$ cat config.mk
export PLATFORM = sky130hd
export DESIGN_NAME = timer_counter
export DESIGN_NICKNAME = d
export VERILOG_FILES = /design/src/rtl/timer_counter_pkg.sv /design/src/rtl/timer_counter.sv
export SDC_FILE = /design/constraint.sdc
export NUM_CORES = 1
export LEC_CHECK = 0
export CAP_MARGIN = 20
export CORE_MARGIN = 3
export CORE_UTILIZATION = 50
export DETAILED_ROUTE_END_ITERATION = 8
export GPL_TIMING_DRIVEN = 0
export PLACE_DENSITY_LB_ADDON = 0.08
export SYNTH_ARGS = -nofsm -noshare
export SYNTH_HDL_FRONTEND = slang
export SYNTH_SLANG_ARGS = --single-unit
$ cat constraint.sdc
create_clock -name clk -period 3.6 [get_ports clk]
set_input_delay 1.08 -clock clk [delete_from_list [all_inputs] [get_ports clk]]
set_output_delay 1.08 -clock clk [all_outputs]
set_load 0.1 [all_outputs]
$ cat src/rtl/timer_counter_pkg.sv
// Shared definitions for the memory-mapped down-counting timer: register
// offsets, FSM state codes, mode codes and CTRL bit positions.
package timer_counter_pkg;

  localparam int DEV_ADDR_WD = 4;

  localparam logic [1:0] TC_CTRL   = 2'd0;
  localparam logic [1:0] TC_PRESET = 2'd1;
  localparam logic [1:0] TC_COUNT  = 2'd2;

  typedef enum logic [1:0] {
    S_IDLE = 2'd0,
    S_LOAD = 2'd1,
    S_CNT  = 2'd2,
    S_INT  = 2'd3
  } tcState_e;

  localparam logic [1:0] MODE_ONESHOT  = 2'd0;
  localparam logic [1:0] MODE_PERIODIC = 2'd1;

  localparam int CTRL_EN      = 0;
  localparam int CTRL_MODE_LO = 1;
  localparam int CTRL_MODE_HI = 2;
  localparam int CTRL_IM      = 3;

  // Reserved modes 2 and 3 collapse onto one-shot behaviour.
  function automatic logic [1:0] effectiveMode(input logic [1:0] mode);
    return (mode == MODE_PERIODIC) ? MODE_PERIODIC : MODE_ONESHOT;
  endfunction

endpackage

$ cat src/rtl/timer_counter.sv
// 32-bit down-counting timer in one bridge device slot: CTRL/PRESET/COUNT
// registers, a four-state count FSM and a maskable level interrupt.
module timer_counter
  import timer_counter_pkg::*;
#(
  parameter int ADDR_WD = DEV_ADDR_WD,
  parameter int CNT_WD  = 32
) (
  input  logic               clk,
  input  logic               reset,
  input  logic [ADDR_WD-1:0] DevAddr,
  input  logic               DevWE,
  input  logic [31:0]        DevWD,
  output logic [31:0]        DevRD,
  output logic               IRQ
);

  tcState_e           state;
  tcState_e           nextState;
  logic               ctrlEn;
  logic [1:0]         ctrlMode;
  logic               ctrlIm;
  logic [CNT_WD-1:0]  presetReg;
  logic [CNT_WD-1:0]  countReg;
  logic               intFlag;
  logic [1:0]         regSel;
  logic               wrCtrl;
  logic               wrPreset;
  logic               countZero;
  logic               loadCount;
  logic               decCount;
  logic               setFlag;
  logic               pulseClr;
  logic               hwClrEn;
  logic [31:0]        ctrlWord;
  logic               unusedAddrBits;

  assign regSel         = DevAddr[3:2];
  assign unusedAddrBits = ^DevAddr[1:0];
  assign wrCtrl         = DevWE && (regSel == TC_CTRL);
  assign wrPreset       = DevWE && (regSel == TC_PRESET);
  assign countZero      = (countReg == '0);

  always_ff @(posedge clk or posedge reset) begin
    if (reset) state <= S_IDLE;
    else       state <= nextState;
  end

  always_comb begin
    nextState = state;
    case (state)
      S_IDLE: if (ctrlEn) nextState = S_LOAD;
      S_LOAD: nextState = S_CNT;
      S_CNT: begin
        if (!ctrlEn)        nextState = S_IDLE;
        else if (countZero) nextState = S_INT;
      end
      S_INT: nextState = (effectiveMode(ctrlMode) == MODE_PERIODIC) ? S_LOAD : S_IDLE;
      default: nextState = S_IDLE;
    endcase
  end

  always_comb begin
    loadCount = 1'b0;
    decCount  = 1'b0;
    setFlag   = 1'b0;
    pulseClr  = 1'b0;
    hwClrEn   = 1'b0;
    case (state)
      S_LOAD: loadCount = 1'b1;
      S_CNT: begin
        if (ctrlEn) begin
          if (countZero) setFlag  = 1'b1;
          else           decCount = 1'b1;
        end
      end
      S_INT: begin
        if (effectiveMode(ctrlMode) == MODE_PERIODIC) pulseClr = 1'b1;
        else                                          hwClrEn  = 1'b1;
      end
      default: ;
    endcase
  end

  // Software CTRL writes override the hardware En clear; a flag set beats any clear.
  always_ff @(posedge clk or posedge reset) begin
    if (reset) begin
      ctrlEn    <= 1'b0;
      ctrlMode  <= MODE_ONESHOT;
      ctrlIm    <= 1'b0;
      presetReg <= '0;
      countReg  <= '0;
      intFlag   <= 1'b0;
    end else begin
      if (wrCtrl) begin
        ctrlEn   <= DevWD[CTRL_EN];
        ctrlMode <= DevWD[CTRL_MODE_HI:CTRL_MODE_LO];
        ctrlIm   <= DevWD[CTRL_IM];
      end else if (hwClrEn) begin
        ctrlEn <= 1'b0;
      end
      if (wrPreset) presetReg <= DevWD[CNT_WD-1:0];
      if (loadCount)     countReg <= presetReg;
      else if (decCount) countReg <= countReg - CNT_WD'(1);
      if (setFlag)                              intFlag <= 1'b1;
      else if (wrCtrl || wrPreset || pulseClr)  intFlag <= 1'b0;
    end
  end

  always_comb begin
    ctrlWord                            = '0;
    ctrlWord[CTRL_EN]                   = ctrlEn;
    ctrlWord[CTRL_MODE_HI:CTRL_MODE_LO] = ctrlMode;
    ctrlWord[CTRL_IM]                   = ctrlIm;
  end

  always_comb begin
    case (regSel)
      TC_CTRL:   DevRD = ctrlWord;
      TC_PRESET: DevRD = 32'(presetReg);
      TC_COUNT:  DevRD = 32'(countReg);
      default:   DevRD = 32'd0;
    endcase
  end

  assign IRQ = ctrlIm & intFlag;

endmodule

==> deck_impl_summary.md <==
Run Summary

Floorplan
  • Init Core Util: 52.3%
  • Width of the die: 93.6 um
  • Std-Cell Rows: 31

CTS
  • Post-CTS setup buffer count: 0
  • Late-Pin Clk Latency: 340 ps
  • Clk slew on worst S/H paths: 70 ps
  • Clk buf depth: 2
  • CTS sink cnt: 71
  • CTS tree: done

Global route
  • Number of global-route vias before repair: 3433
  • First-pass GRT wire length: 17500 um
  • GR Util met2: 41.5%
  • Met3 GRT Util: 3.38%
  • Initial antenna violation count: 0

Placed design
  • Dpl ws: -1940 ps
  • HPWL after DPL: 7420 um

Final timing
  • Worst rel slew slack: 35.8%
  • Min Hold Slack: 517 ps
  • Minimum clock period: 3540 ps
  • Final period util: 98.4%
  • Final Hold Fails: 0
  • Slew Limit Fails: 0
  • Worst slew pin tran: 960 ps
  • Setup TNS: 0 ps
  • Peak Freq: 0.282 GHz

Pwr
  • Comb pwr share: 47.5%
  • P_leak: 2.08 nW
  • Sw power: 1.77 mW
  • Switching portion of total power: 48.2%
  • Pwr per Cell Area: 745 nW/um2

Drt
  • Routed vias/inst: 6.13
  • Initial drt markers: 227
  • Met2 WL: 5100 um
  • Drt first pass iters: 5

Cells and area
  • Core Util, Final: 67.2%
  • Antenna cells: 0
  • Share of layout cells above drive strength 1: 28.6%
  • Top cells excl fill/tap: dfrtp_1 (71), nand2_1 (50), mux2_2 (35), clkdlybuf4s50_1 (35), nor2_1 (26)

Hold path
  • Hold path endpoint: countReg[24]$_DFFE_PP0P_
  • Worst Hold Class: reg -> reg
  • Hold Startpoint: presetReg[24]$_DFFE_PP0P_

Logic synthesis
  • Synth Area per Inst: 9.97 um2
  • Unique cell types: 44
  • Synth Seq Share: 46.3%
  • Chip Area, Yosys: 3840 um2
  • EDFF count, synth: 0
  • Syn nets: 425
  • Fraction of registers with async set/reset: 100%
  • Synthesis Warnings: 0
  • Top post-synthesis cells by area: dfrtp_1 (46%), mux2_2 (10%), a22o_1 (6.4%)
  • Most used DFF post-synth: dfrtp_1
  • Top cell area share: 46.3%
  • Synthesized cell area: 3840 um2
  • Mapped Cells: 385

Setup path
  • CP Launch Type: input port
  • Slowest CP cell: clkbuf_4
  • WP buf/inv: 4
  • Crit path max-delay family: buffers and inverters
  • CP arrival: 2460 ps
  • Critical R2R Launch: countReg[0]$_DFFE_PP0P_
  • Setup CP Type: in -> out
  • R2R setup slack: 960 ps
  • Crit path top cell by count: clkbuf_4

Job
  • Log Warnings: 29

Run status
  • Status: finished, final reports clean
-- cells in the mapped netlist (all sizes together) (9+ instances only) --
cell and count:
dfrtp 71, nand2 50, mux2 35, o21ai 29, a22o 28, nor2 27
clkbuf 16, nor3 14, o211ai 13, buf 11, nand3 11, a21oi 9
nor4 9
-- registers in the layout, indices dropped and copies added (netlist names) --
signal	count
ctrlEn	1
state	2
intFlag	1
ctrlIm	1
countReg	32
ctrlMode	2
presetReg	32
-- repair_timing --
| item | CTS | global route |
|---|---|---|
| setup endpoints to repair | 32 | 23 |
| cloned | 0 | 0 |
| resized | 205 | 27 |
| hold buffers | 0 | 0 |
| endpoints found under the hold margin | 0 | 0 |
-- tightest hold or removal path: cells and delay by family (launching register included) --
family,cells,cell delay [ps]
compound gates,1,70
simple gates,1,50
flops,1,360
-- final cells by class --
type | instances | area, um2
Timing Repair Buffer | 68 | 676
Inverter | 5 | 21.3
Sequential cell | 71 | 1780
Multi-Input combinational cell | 282 | 2010
Tap cell | 99 | 124
Clock inverter | 1 | 5.00
Buffer | 27 | 160
Clock buffer | 14 | 153
Fill cell | 617 | 2400
-- cell families (layout without fill, tap and decap cells) --
group	count (synthesis)	in the layout	synth area share [%]
compound gates	103	103	19.5
fa+ha+maj	1	1	0.326
simple gates	137	137	18.4
mux	41	41	11.8
flops	71	71	46.3
buf+inv	32	115	3.68
-- power by group through the flow --
stage / combinational, mW / clock [mW] / sequential, mW
finish: 1.75 / 0.554 / 1.37
global route: 1.88 / 0.589 / 1.42
floorplan: 1.33 / 0 / 1.29
global placement: 1.69 / 0 / 1.36
detailed placement: 1.71 / 0 / 1.37
CTS: 1.70 / 0.559 / 1.36
### Logic cells by family

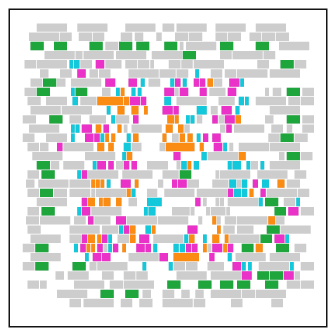
Magenta shows aoi and oai cells, cells 69. Cyan shows nand cells, cells 70. Green shows mux cells, cells 41, where spread over the die. Orange shows nor cells, cells 56.
Comb area share: 40.9%
Non-Filler Instances: 567
most frequent logic cell in the layout: dfrtp_1

### Drive-strength map

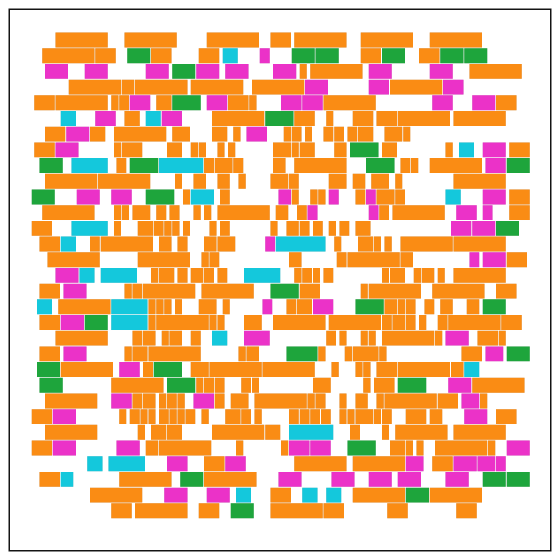
Cyan shows x3 and x4, cells 26, most used buf_4. Green shows x6 and larger, cells 34, most used buf_6. Orange shows x1 and smaller, cells 334, most used dfrtp_1. Magenta shows x2, cells 74, most used mux2_2.
post-route cell area: 4930 um2
Area Growth Syn to Fin: 28.5%

Power figures rest on the tool's default switching activity, not on a simulated workload.
